File: config.mk
export PLATFORM = sky130hd
export DESIGN_NAME = cdb_arb_flat
export DESIGN_NICKNAME = d
export VERILOG_FILES = /design/src/rtl/cdb_arb_if.sv /design/src/rtl/cdb_arb.sv /design/src/flat_wrapper.sv
export SDC_FILE = /design/constraint.sdc
export NUM_CORES = 1
export LEC_CHECK = 0
export CORE_MARGIN = 10
export CORE_UTILIZATION = 34
export DETAILED_ROUTE_END_ITERATION = 6
export SKIP_CTS_REPAIR_TIMING = 1
export SLEW_MARGIN = 20
export SYNTH_ARGS = -nofsm -noshare
export SYNTH_HDL_FRONTEND = slang
export SYNTH_SLANG_ARGS = --single-unit
File: constraint.sdc
create_clock -name clk -period 3.7 [get_ports clk]
set_input_delay 0.74 -clock clk [delete_from_list [all_inputs] [get_ports clk]]
set_output_delay 0.74 -clock clk [all_outputs]
set_load 0.1 [all_outputs]
File: src/rtl/cdb_arb_if.sv
// cdb_arb_if
//   Bundles the execution-unit completion channels and the common data bus
//   seen by cdb_arb.
//
//   Handshake: a channel transfers a result on a clk edge where
//   exu_valid[i] && exu_ready[i]. exu_ready[i] never depends on exu_valid[i].
//   A producer that sees exu_ready[i] low keeps exu_valid[i] and the payload
//   stable until the transfer happens. The CDB side has no backpressure:
//   cdb_valid is a one-cycle broadcast strobe.
//
//   Signals
//     exu_valid/exu_ready      per-channel handshake (NUM_CH bits)
//     exu_tag/rob_idx/data     per-channel payload, channel i at [i*W +: W]
//     flush                    mispredict flush, discards buffered results
//     cdb_valid/tag/rob/data   registered broadcast
//     cdb_ch                   source channel of the broadcast
//     fifo_cnt                 per-channel occupancy, channel i at [i*CNT_W +: CNT_W]
//
//   Modports: master = execution units / flush source, slave = arbiter.
interface cdb_arb_if #(
   parameter int NUM_CH     = 4,
   parameter int TAG_W      = 4,
   parameter int ROB_IDX_W  = 5,
   parameter int DATA_W     = 32,
   parameter int FIFO_DEPTH = 2
);
   localparam int CH_W  = (NUM_CH > 1) ? $clog2(NUM_CH) : 1;
   localparam int CNT_W = $clog2(FIFO_DEPTH) + 1;

   logic [NUM_CH-1:0]           exu_valid;
   logic [NUM_CH-1:0]           exu_ready;
   logic [NUM_CH*TAG_W-1:0]     exu_tag;
   logic [NUM_CH*ROB_IDX_W-1:0] exu_rob_idx;
   logic [NUM_CH*DATA_W-1:0]    exu_data;
   logic                        flush;
   logic                        cdb_valid;
   logic [TAG_W-1:0]            cdb_tag;
   logic [ROB_IDX_W-1:0]        cdb_rob_idx;
   logic [DATA_W-1:0]           cdb_data;
   logic [CH_W-1:0]             cdb_ch;
   logic [NUM_CH*CNT_W-1:0]     fifo_cnt;

   modport master (
      output exu_valid, exu_tag, exu_rob_idx, exu_data, flush,
      input  exu_ready, cdb_valid, cdb_tag, cdb_rob_idx, cdb_data, cdb_ch, fifo_cnt
   );

   modport slave (
      input  exu_valid, exu_tag, exu_rob_idx, exu_data, flush,
      output exu_ready, cdb_valid, cdb_tag, cdb_rob_idx, cdb_data, cdb_ch, fifo_cnt
   );
endinterface

File: src/rtl/cdb_arb.sv
// cdb_arb
//   Common-data-bus arbiter. Each of NUM_CH execution units owns a small
//   completion FIFO; every cycle at most one FIFO head is granted onto the
//   registered CDB (round-robin when PRIO_MODE=0, fixed priority with
//   channel 0 highest when PRIO_MODE=1).
//
//   Ports
//     clk   clock
//     rst   synchronous active-low reset
//     bus   cdb_arb_if.slave: execution-unit channels, flush, CDB, fifo_cnt
//
//   Priority of control: reset > flush > normal operation.
module cdb_arb #(
   parameter int NUM_CH     = 4,
   parameter int TAG_W      = 4,
   parameter int ROB_IDX_W  = 5,
   parameter int DATA_W     = 32,
   parameter int FIFO_DEPTH = 2,
   parameter int PRIO_MODE  = 0
) (
   input logic      clk,
   input logic      rst,
   cdb_arb_if.slave bus
);
   localparam int CH_W  = (NUM_CH > 1) ? $clog2(NUM_CH) : 1;
   localparam int CNT_W = $clog2(FIFO_DEPTH) + 1;
   localparam int PTR_W = (FIFO_DEPTH > 1) ? $clog2(FIFO_DEPTH) : 1;
   localparam int ENT_W = TAG_W + ROB_IDX_W + DATA_W;

   logic [ENT_W-1:0] mem [NUM_CH][FIFO_DEPTH];
   logic [PTR_W-1:0] rd_ptr [NUM_CH];
   logic [PTR_W-1:0] wr_ptr [NUM_CH];
   logic [CNT_W-1:0] cnt [NUM_CH];
   logic [CH_W-1:0]  rr_ptr;

   logic [NUM_CH-1:0] req;
   logic [NUM_CH-1:0] ready;
   logic [NUM_CH-1:0] push;
   logic [NUM_CH-1:0] pop;
   logic              gnt_valid;
   logic [CH_W-1:0]   gnt_ch;
   logic [ENT_W-1:0]  head;

   // Ready is purely from registered occupancy plus flush/rst, so a full FIFO
   // that pops this cycle only re-opens on the following cycle.
   always_comb begin
      ready = '0;
      req   = '0;
      push  = '0;
      for (int i = 0; i < NUM_CH; i++) begin
         ready[i] = (cnt[i] < CNT_W'(FIFO_DEPTH)) && !bus.flush && rst;
         req[i]   = (cnt[i] != '0);
         push[i]  = bus.exu_valid[i] && ready[i];
      end
   end

   assign bus.exu_ready = ready;

   // Arbitration on FIFO heads. Both scans run downward with the last hit
   // winning, which yields the first requester at or after the start point.
   always_comb begin
      logic [CH_W-1:0] idx;
      gnt_valid = 1'b0;
      gnt_ch    = '0;
      idx       = '0;
      if (PRIO_MODE == 1) begin
         for (int i = NUM_CH - 1; i >= 0; i--) begin
            if (req[i]) begin
               gnt_valid = 1'b1;
               gnt_ch    = CH_W'(i);
            end
         end
      end else begin
         for (int k = NUM_CH - 1; k >= 0; k--) begin
            idx = CH_W'((int'(rr_ptr) + k) % NUM_CH);
            if (req[idx]) begin
               gnt_valid = 1'b1;
               gnt_ch    = idx;
            end
         end
      end
   end

   // No pop is taken in a flush cycle; the flush empties everything anyway.
   always_comb begin
      pop = '0;
      for (int i = 0; i < NUM_CH; i++) begin
         pop[i] = gnt_valid && (gnt_ch == CH_W'(i)) && !bus.flush;
      end
   end

   assign head = mem[gnt_ch][rd_ptr[gnt_ch]];

   always_comb begin
      bus.fifo_cnt = '0;
      for (int i = 0; i < NUM_CH; i++) begin
         bus.fifo_cnt[i*CNT_W +: CNT_W] = cnt[i];
      end
   end

   // Storage needs no reset: push is already blocked by reset and flush.
   always_ff @(posedge clk) begin
      for (int i = 0; i < NUM_CH; i++) begin
         if (push[i]) begin
            mem[i][wr_ptr[i]] <= {bus.exu_tag[i*TAG_W +: TAG_W],
                                  bus.exu_rob_idx[i*ROB_IDX_W +: ROB_IDX_W],
                                  bus.exu_data[i*DATA_W +: DATA_W]};
         end
      end
   end

   always_ff @(posedge clk) begin
      if (!rst) begin
         for (int i = 0; i < NUM_CH; i++) begin
            cnt[i]    <= '0;
            rd_ptr[i] <= '0;
            wr_ptr[i] <= '0;
         end
         rr_ptr          <= '0;
         bus.cdb_valid   <= 1'b0;
         bus.cdb_tag     <= '0;
         bus.cdb_rob_idx <= '0;
         bus.cdb_data    <= '0;
         bus.cdb_ch      <= '0;
      end else if (bus.flush) begin
         // Payload registers keep their last values; only the strobe drops.
         for (int i = 0; i < NUM_CH; i++) begin
            cnt[i]    <= '0;
            rd_ptr[i] <= '0;
            wr_ptr[i] <= '0;
         end
         rr_ptr        <= '0;
         bus.cdb_valid <= 1'b0;
      end else begin
         for (int i = 0; i < NUM_CH; i++) begin
            if (push[i]) begin
               wr_ptr[i] <= (wr_ptr[i] == PTR_W'(FIFO_DEPTH - 1)) ? '0 : wr_ptr[i] + PTR_W'(1);
            end
            if (pop[i]) begin
               rd_ptr[i] <= (rd_ptr[i] == PTR_W'(FIFO_DEPTH - 1)) ? '0 : rd_ptr[i] + PTR_W'(1);
            end
            case ({push[i], pop[i]})
               2'b10:   cnt[i] <= cnt[i] + CNT_W'(1);
               2'b01:   cnt[i] <= cnt[i] - CNT_W'(1);
               default: cnt[i] <= cnt[i];
            endcase
         end
         bus.cdb_valid <= gnt_valid;
         if (gnt_valid) begin
            {bus.cdb_tag, bus.cdb_rob_idx, bus.cdb_data} <= head;
            bus.cdb_ch <= gnt_ch;
            if (PRIO_MODE == 0) begin
               rr_ptr <= (gnt_ch == CH_W'(NUM_CH - 1)) ? '0 : gnt_ch + CH_W'(1);
            end
         end
      end
   end
endmodule

File: src/flat_wrapper.sv
// flat-port wrapper written by rule: the top's interface ports become plain ports
module cdb_arb_flat 
#(
   parameter int NUM_CH     = 4,
   parameter int TAG_W      = 4,
   parameter int ROB_IDX_W  = 5,
   parameter int DATA_W     = 32,
   parameter int FIFO_DEPTH = 2,
   parameter int PRIO_MODE  = 0
)
  (clk, rst, bus_exu_valid, bus_exu_tag, bus_exu_rob_idx, bus_exu_data, bus_flush, bus_exu_ready, bus_cdb_valid, bus_cdb_tag, bus_cdb_rob_idx, bus_cdb_data, bus_cdb_ch, bus_fifo_cnt);
  cdb_arb_if #(.NUM_CH(NUM_CH), .TAG_W(TAG_W), .ROB_IDX_W(ROB_IDX_W), .DATA_W(DATA_W), .FIFO_DEPTH(FIFO_DEPTH)) bus_i ();
  input logic clk;
  input logic rst;
  input wire logic [$bits(bus_i.exu_valid)-1:0] bus_exu_valid;
  input wire logic [$bits(bus_i.exu_tag)-1:0] bus_exu_tag;
  input wire logic [$bits(bus_i.exu_rob_idx)-1:0] bus_exu_rob_idx;
  input wire logic [$bits(bus_i.exu_data)-1:0] bus_exu_data;
  input wire logic [$bits(bus_i.flush)-1:0] bus_flush;
  output wire logic [$bits(bus_i.exu_ready)-1:0] bus_exu_ready;
  output wire logic [$bits(bus_i.cdb_valid)-1:0] bus_cdb_valid;
  output wire logic [$bits(bus_i.cdb_tag)-1:0] bus_cdb_tag;
  output wire logic [$bits(bus_i.cdb_rob_idx)-1:0] bus_cdb_rob_idx;
  output wire logic [$bits(bus_i.cdb_data)-1:0] bus_cdb_data;
  output wire logic [$bits(bus_i.cdb_ch)-1:0] bus_cdb_ch;
  output wire logic [$bits(bus_i.fifo_cnt)-1:0] bus_fifo_cnt;
  assign bus_i.exu_valid = bus_exu_valid;
  assign bus_i.exu_tag = bus_exu_tag;
  assign bus_i.exu_rob_idx = bus_exu_rob_idx;
  assign bus_i.exu_data = bus_exu_data;
  assign bus_i.flush = bus_flush;
  assign bus_exu_ready = bus_i.exu_ready;
  assign bus_cdb_valid = bus_i.cdb_valid;
  assign bus_cdb_tag = bus_i.cdb_tag;
  assign bus_cdb_rob_idx = bus_i.cdb_rob_idx;
  assign bus_cdb_data = bus_i.cdb_data;
  assign bus_cdb_ch = bus_i.cdb_ch;
  assign bus_fifo_cnt = bus_i.fifo_cnt;
  cdb_arb #(.NUM_CH(NUM_CH), .TAG_W(TAG_W), .ROB_IDX_W(ROB_IDX_W), .DATA_W(DATA_W), .FIFO_DEPTH(FIFO_DEPTH), .PRIO_MODE(PRIO_MODE)) u_core (.clk(clk), .rst(rst), .bus(bus_i));
endmodule
==> flow_summary.toml, run 1 <==
# physical design summary
[logic_synthesis]
topCombFamilyByArea = "AND-OR/OR-AND gates"
synthAdderAreaFrac = 0.0106
ff_type = "edfxtp_1"
ys_seq_share = 0.678
netlist.area_leader.share = 0.620
synth.avg_cell_area_um2 = 14.0
compound_area_frac = 0.193
ys_sh_mux = 0.0261
ys_cells = 1181
synth.distinct_cells = 45
synth-area-yosys_um2 = 16600
synthCells = 1181
synthesis.nets = 1366
top_cells_by_area = "edfxtp_1 (62%), dfxtp_1 (5.8%), o221ai_1 (4.5%)"
synthArstFlopShare = 0

[cells_and_area]
largest_reg_flops = 328
layout_top_cell = "edfxtp_1"
mostFrequentLayoutCells = "edfxtp_1 (342), clkdlybuf4s50_1 (217), inv_1 (98)"
regArea_um2 = 11200
final_area_um2 = 21100
stdcell_count = 2027
buffer_area_frac = 0.130
clk_share = 0.0679
syn_to_final_growth_pct = 27.6
logic_area_um2 = 4570
largest_class = "flip-flops and latches"

[clock_network]
cts.sinks = 390
clock_latency_ps = 580
cts.reportedPaths.clkPinSlew_ps = 60
tritoncts = "done"

[floorplan]
ios = 227
row_count = 80
coreArea_um2 = 47900
fp_util = 0.346

[sta]
fmax_mhz = 308
maxSlewViolCount = 0
skew_ps = 17.2
post-route-worst-setup-slack_ps = 449
period_used_share = 0.879
period_minus_slack_ps = 3250
setup_viol = 0
rsz0062_at_grt = "no"
hold_viol = 0

[grt]
grt.overflow.total = 0
grt_max_degree = 124
grt_pass1_vias = 11800
met1_usage = 0.226
grt_first_pass_wirelength_um = 76200

[route]
wl_met3_um = 4450
wl_um = 51800
dr.first_iter.drc_count = 1184
route.detailed.drc = 0
dr_wl_met2_um = 23900
viasPerCell = 5.71
top_layer_used = "met5"

[worst_setup_path]
critPathBufInv = 2
required_ps = 4020
cp.arrival_ps = 3570
worstSetupPathType = "flop to flop"
cp_slowest_stage_delay_ps = 450
end_kind = "flop"
rrSetupSlack_ps = 450
critPathLaunch = "u_core.cnt[2][0]"
cp.depth = 11
r2r-end = "u_core.cnt[2][1]"

[placed_design]
port-buffer-count = 226
place_ws_ps = 366
gp_congestion = 0.785
dpl_cell_area_um2 = 19700
dp.cells = 1943
dp_hpwl_um = 32700

[worst_hold_path]
min_path_type = "flop to flop"
worstHoldStart = "u_core.bus.cdb_ch[1]"
min_to = "u_core.bus.cdb_ch[1]"

[job]
warning_count = 36

[pwr]
leakagePower_nw = 7.22
powerDensity_nw_per_um2 = 697

[run_status]
status = "completed"
==> run 1: report_power, final <==
group / switching (mW) / internal [mW] / total [mW] / leakage (nW)
Combinational: 3.52 / 1.66 / 5.19 / 3.00
Clock: 1.79 / 2.56 / 4.36 / 0.697
Sequential: 0.152 / 5.04 / 5.19 / 3.53
==> run 1: Yosys cell counts (3+ instances only) <==
cell,number
o21ai_0,46
a31oi_1,41
o221a_2,40
o221ai_1,85
a211oi_1,40
nand3_1,3
ha_1,14
dfxtp_1,48
mux2i_1,42
buf_1,6
buf_4,3
nand2_1,19
nor3_1,5
edfxtp_1,342
nor2b_1,4
a221o_1,42
nor2_1,26
a21oi_1,3
o211ai_1,82
inv_2,4
buf_6,4
and2_1,3
and3_1,4
xnor2_1,3
buf_2,23
clkbuf_1,87
nand4_1,42
inv_1,98
**Run 1: cell density map**

The die is cut into 24 by 24 equal tiles; white is low, dark blue is high, 0 to 100% covered.
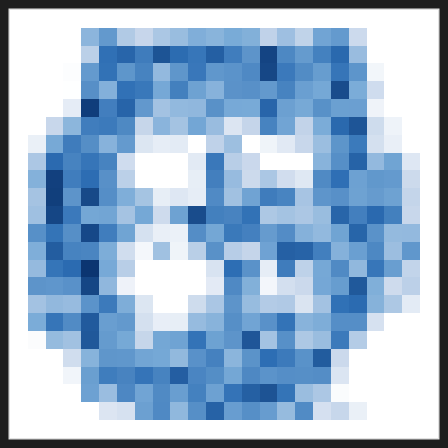
tiles over 75% full = 7.3%
emptiest ninth of the die = south-east
fullest tile = 98%
nearly empty tiles = 30%
mean over tiles = 35%

**Run 1: signal wires on met4**

Scale bar: 50 um. Supply wires on this layer in grey.
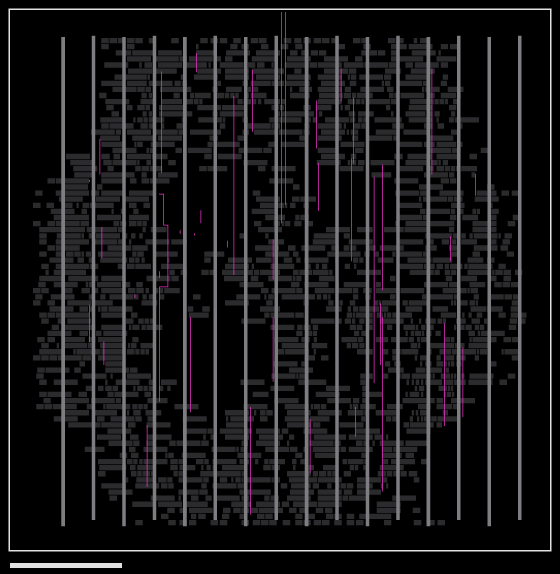
nets with wire on the layer = 22
share of all routed wire = 2.4%
main direction = vertical
longest straight run = 93.8 um

**Run 1: congestion heat map**

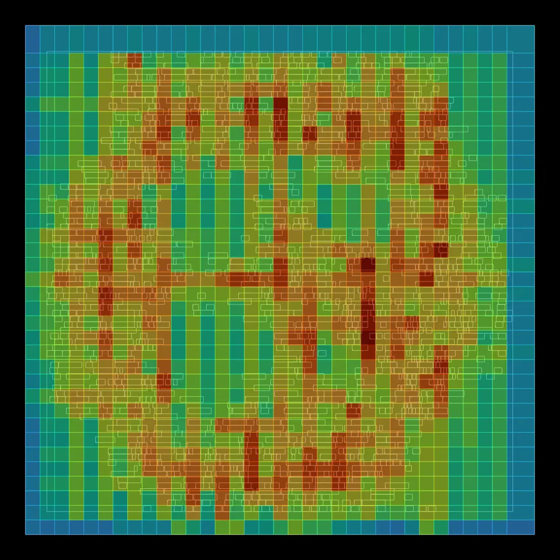
GR Util met3: 0.0534
gr usage total: 0.175
busiest grt layer: met2
met2 Use GR: 0.276

**Run 1: met1 routing**

Supply wires on this layer in grey.
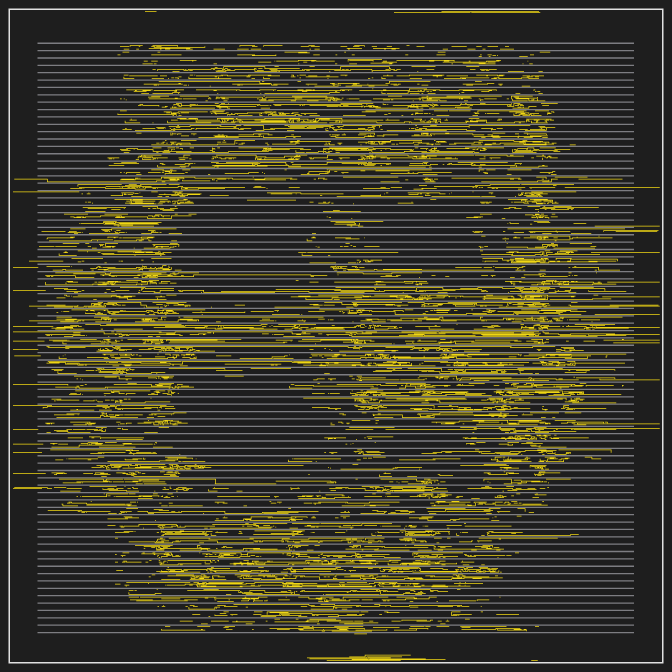
nets with wire on the layer = 1431
longest straight run = 90.6 um
main direction = horizontal

## Run 2: what changed since run 1
--- a/config.mk
+++ b/config.mk
@@ -8,6 +8,7 @@
 export CORE_MARGIN = 10
 export CORE_UTILIZATION = 34
 export DETAILED_ROUTE_END_ITERATION = 6
+export PLACE_DENSITY = 0.65
 export SKIP_CTS_REPAIR_TIMING = 1
 export SLEW_MARGIN = 20
 export SYNTH_ARGS = -nofsm -noshare
**Run 2: cell density map**

The die is cut into 24 by 24 equal tiles; white is low, dark blue is high, 0 to 100% covered.
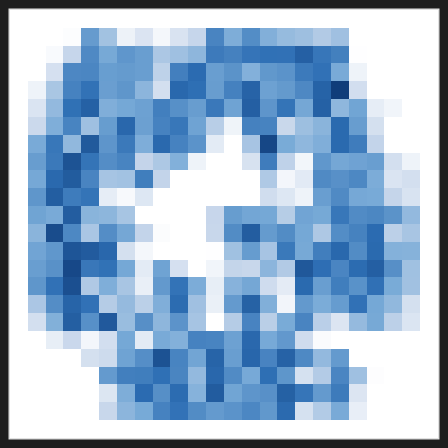
fullest tile = 95%
nearly empty tiles = 31%
tiles over 75% full = 8.7%
mean over tiles = 35%
emptiest ninth of the die = south-east
Final Util: 0.439
core footprint: 47900 um2
Pre-Place Util: 0.346

**Run 2: met1 routing**

Supply wires on this layer in grey.
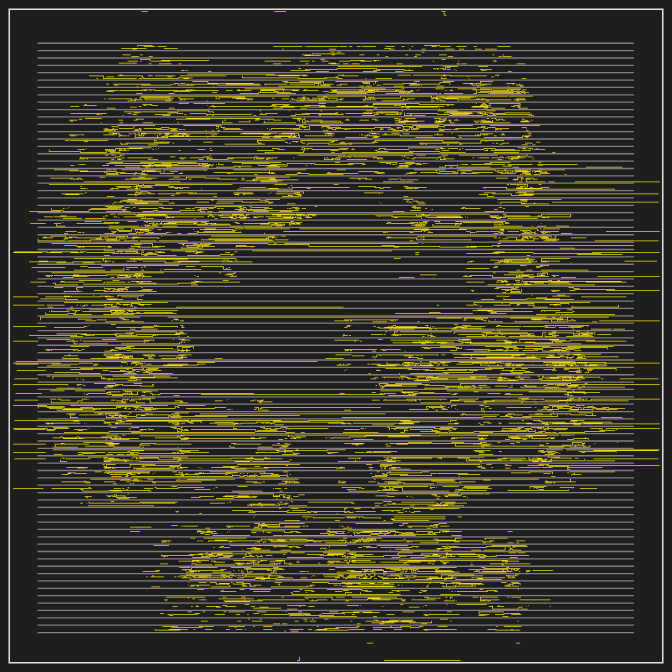
share of all routed wire = 43%
longest straight run = 140 um
main direction = horizontal
wire length on this layer = 22.2 mm
nets with wire on the layer = 1433
Vias: 11600
M1 GR Usage: 0.229

==> run 2 against run 1 <==
Clock power fell by 4%; via count barely moved; non-clock buffer count fell by 16; critical endpoint is now u_core.bus.cdb_data[0]; area after synthesis did not move; routed wire length fell by 0.47%.
==> flow_summary.toml, run 2 <==
# physical design summary
[logic_synthesis]
yosysMostFrequentCell = "edfxtp_1"
synth.distinct_cells = 45
synthCells = 1181
synthesis.nets = 1366
synthArstFlopShare = 0
top_cells_by_area = "edfxtp_1 (62%), dfxtp_1 (5.8%), o221ai_1 (4.5%)"
synthTopCellsByCount = "edfxtp_1 (342), inv_1 (98), clkbuf_1 (87), o221ai_1 (85), o211ai_1 (82)"
ys_cells = 1181
netlist.area_leader.share = 0.620
ys_seq_share = 0.678
synth-area-yosys_um2 = 16600
ff_type = "edfxtp_1"

[route]
top_layer_used = "met5"
wl_um = 51600
viasPerCell = 5.76
dr_wl_met2_um = 23800
dr.first_iter.drc_count = 1111
route.detailed.drc = 0
wl_met3_um = 4260

[sta]
rsz0062_at_grt = "no"
period_used_share = 0.864
hold_viol = 0
fmax_mhz = 313
setup_viol = 0
maxSlewViolCount = 0
period_minus_slack_ps = 3200
skew_ps = 16.0

[cells_and_area]
syn_to_final_growth_pct = 26.9
final_area_um2 = 21000
regArea_um2 = 11200
logic_area_um2 = 4570
mostFrequentLayoutCells = "edfxtp_1 (342), clkdlybuf4s50_1 (221), inv_1 (98)"
largest_class = "flip-flops and latches"
clk_share = 0.0656
stdcell_count = 2006
layout_top_cell = "edfxtp_1"
buffer_area_frac = 0.128

[pwr]
top_power_group = "sequential cells"
p_sw_frac = 0.371
leakagePower_nw = 7.13
powerSeq_mw = 5.19
pwr-share-comb = 0.353
p_int_mw = 9.13
powerDensity_nw_per_um2 = 690
power_switching_mw = 5.38
p_seq_frac = 0.358

[placed_design]
port-buffer-count = 226
dp_hpwl_um = 29600
place_ws_ps = 497
dp.cells = 1927
dpl_cell_area_um2 = 19600
gp_congestion = 0.812

[grt]
globalRouteMet3Util = 0.0399
grt_first_pass_wirelength_um = 75200
grtUsageMet2 = 0.271
grt.overflow.total = 0
grt_max_degree = 126
grt_busiest_layer = "met2"

[worst_setup_path]
cp.arrival_ps = 3690
critPathBufInv = 5
worstSetupPathType = "flop to flop"
required_ps = 4190
crit_chain = "inv_1, ha_1, inv_2, o31ai_4, o22ai_4, inv_6, buf_4, o211ai_4, buf_12, a221o_1, a31oi_1"
worstPathMaxFanout = 62
rrSetupSlack_ps = 500
cp.depth = 11
end_kind = "flop"
cp_slowest_stage_delay_ps = 660

[clock_network]
clock_latency_ps = 570
tritoncts = "done"
cts.sinks = 390
cts.reportedPaths.clkPinSlew_ps = 60

[run_status]
status = "completed"

[floorplan]
dieWidth_um = 241
ios = 227
fp.dieH_um = 241
row_count = 80

[worst_hold_path]
min_path_type = "flop to flop"
## run 2: cell families (layout without fill, tap and decap cells)
family                     Yosys count  count (layout)  synth area share
adders and majority gates           14              14            0.0106
AOI/OAI and AO/OA                  393             393             0.193
muxes                               43              43            0.0261
xor gates and xnor gates             4               4           0.00211
other                                0               2                 0
buffers and inverters              225             433            0.0552
and+or+nand+nor                    112             112            0.0354
DFF                                390             390             0.678
## run 2: worst paths after layout
path / from / end
max reg2reg: u_core.cnt[1][0] / u_core.bus.cdb_data[0]
max: u_core.cnt[1][0] / u_core.bus.cdb_data[0]
min reg2reg: u_core.bus.cdb_ch[0] / u_core.bus.cdb_ch[0]
min: u_core.bus.cdb_ch[0] / u_core.bus.cdb_ch[0]
## Run 3: what changed since run 2
--- a/config.mk
+++ b/config.mk
@@ -14,3 +14,4 @@
 export SYNTH_ARGS = -nofsm -noshare
 export SYNTH_HDL_FRONTEND = slang
 export SYNTH_SLANG_ARGS = --single-unit
+export TNS_END_PERCENT = 100
**Run 3: placed cells, one colour a class**

Scale bar: 50 um. Fill, decap, tap and diode cells in grey.
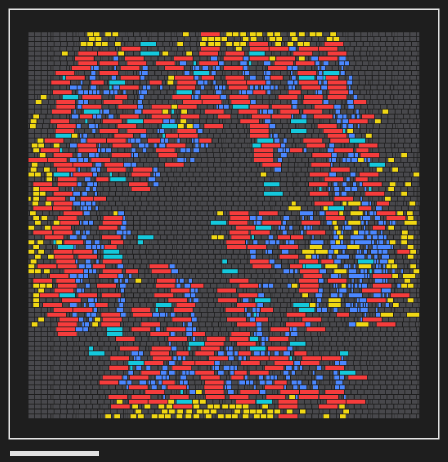
blue -> combinational and other logic  # cells 668, share of their area 24%
yellow -> remaining buffers and delay cells  # cells 254, share of their area 13%
red -> sequential cells  # cells 390, share of their area 55%
cyan -> clock drivers and dummy loads  # cells 77, share of their area 6.8%
post-layout instance area: 21000 um2
Seq/total area: 0.534
FP Rows: 80

**Run 3: met1 routing**

Supply wires on this layer in grey.
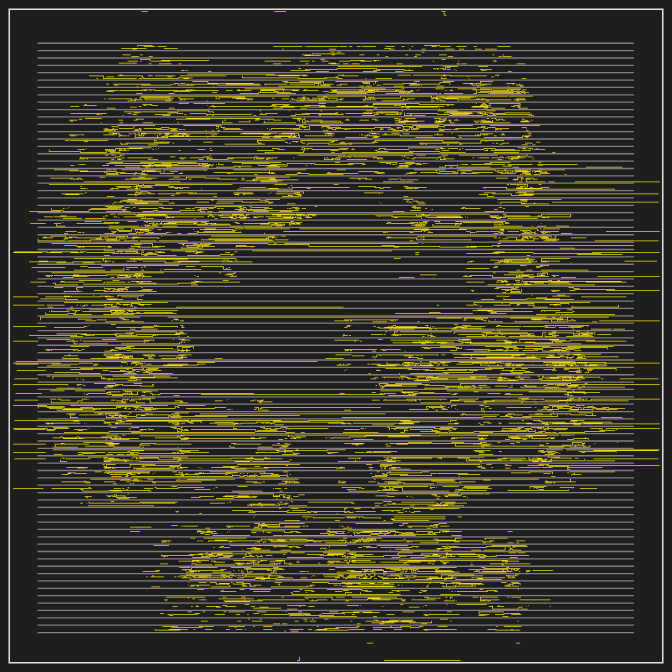
longest straight run = 140 um
share of all routed wire = 43%

==> run 3 against run 2 <==
Sequential power about the same; hold slack unchanged; first-iteration DRC count unchanged; largest power group unchanged; global-route usage unchanged; setup slack unchanged; die area unchanged; combinational power about the same; final area unchanged; highest routed layer unchanged; synthesized cell count unchanged.
==> flow_summary.toml, run 3 <==
# physical design summary
[logic_synthesis]
synth.avg_cell_area_um2 = 14.0
compound_area_frac = 0.193
synthAdderAreaFrac = 0.0106
ys_cells = 1181
yosysMostFrequentCell = "edfxtp_1"
synth-area-yosys_um2 = 16600
synth.distinct_cells = 45
ys_sh_mux = 0.0261
simple_gate_area_frac = 0.0354
netlist.area_leader.share = 0.620
synthTopCellsByCount = "edfxtp_1 (342), inv_1 (98), clkbuf_1 (87), o221ai_1 (85), o211ai_1 (82)"
ys_sh_xor = 0.00211
synthCells = 1181
synthArstFlopShare = 0
synthesis.nets = 1366
ff_type = "edfxtp_1"
top_cells_by_area = "edfxtp_1 (62%), dfxtp_1 (5.8%), o221ai_1 (4.5%)"
topCombFamilyByArea = "AND-OR/OR-AND gates"

[grt]
grt_first_pass_wirelength_um = 75200
grt_max_degree = 126
globalRouteMet3Util = 0.0399
grt_busiest_layer = "met2"
grtUsageMet2 = 0.271
gr-usage-all-layers = 0.172
grt.overflow.total = 0
grt_pass1_vias = 11500

[worst_hold_path]
min_path_type = "flop to flop"
min_to = "u_core.bus.cdb_ch[0]"

[cells_and_area]
mostFrequentLayoutCells = "edfxtp_1 (342), clkdlybuf4s50_1 (221), inv_1 (98)"
syn_to_final_growth_pct = 26.9
layout_top_cell = "edfxtp_1"
largest_reg_flops = 328
regArea_um2 = 11200
buffer_area_frac = 0.128
largest_class = "flip-flops and latches"

[run_status]
status = "completed"

[pwr]
power_switching_mw = 5.38
p_seq_frac = 0.358
clkPwrFrac = 0.289
p_sw_frac = 0.371
powerDensity_nw_per_um2 = 690
top_power_group = "sequential cells"
pwr-share-comb = 0.353
p_int_mw = 9.13
powerComb_mw = 5.12

[worst_setup_path]
r2r-end = "u_core.bus.cdb_data[0]"
end_kind = "flop"
rrSetupSlack_ps = 500
worstPathMaxFanout = 62
worstSetupEndpoint = "u_core.bus.cdb_data[0]"
worstSetupPathType = "flop to flop"
cp.arrival_ps = 3690
required_ps = 4190
crit_chain = "inv_1, ha_1, inv_2, o31ai_4, o22ai_4, inv_6, buf_4, o211ai_4, buf_12, a221o_1, a31oi_1"
critPathLaunch = "u_core.cnt[1][0]"
cp_slowest_cell = "buf_4"
cp_slowest_stage_delay_ps = 660

[floorplan]
coreArea_um2 = 47900
fp_util = 0.346
dieWidth_um = 241
ios = 227
fp.dieH_um = 241

[placed_design]
port-buffer-count = 226
gp_congestion = 0.812
dp_hpwl_um = 29600
place_ws_ps = 497

[route]
route.detailed.drc = 0
dr.first_iter.drc_count = 1111
dr_wl_met2_um = 23800
wl_met3_um = 4260
viasPerCell = 5.76
top_layer_used = "met5"

[sta]
post-route-worst-setup-slack_ps = 503
period_minus_slack_ps = 3200
fmax_mhz = 313
maxSlewViolCount = 0
hold_viol = 0
skew_ps = 16.0

[clock_network]
cts.reportedPaths.clkPinSlew_ps = 60
cts.sinks = 390
htree_levels = 2
clock_latency_ps = 570
tritoncts = "done"
-- run 3: stage by stage --
| step | utilization | instances | cell area, um2 | hold slack [ps] |
|---|---|---|---|---|
| 3_3_place_gp | 0.410 | 1927 | 19600 | 509 |
| 3_5_place_dp | 0.410 | 1927 | 19600 | 506 |
| 5_1_grt | 0.438 | 2005 | 21000 | 569 |
| 2_1_floorplan | - | 1181 | 16700 | 498 |
| 4_1_cts | 0.438 | 2004 | 21000 | 522 |
| 6_report | 0.439 | 2006 | 21000 | 520 |
-- run 3: critical path, delay by kind of cell (launching register included) --
family	cells	cell delay (ps)
adders and majority gates	1	270
DFF	1	420
AOI/OAI and AO/OA	5	1170
buffers and inverters	5	1190
Power figures rest on the tool's default switching activity, not on a simulated workload.
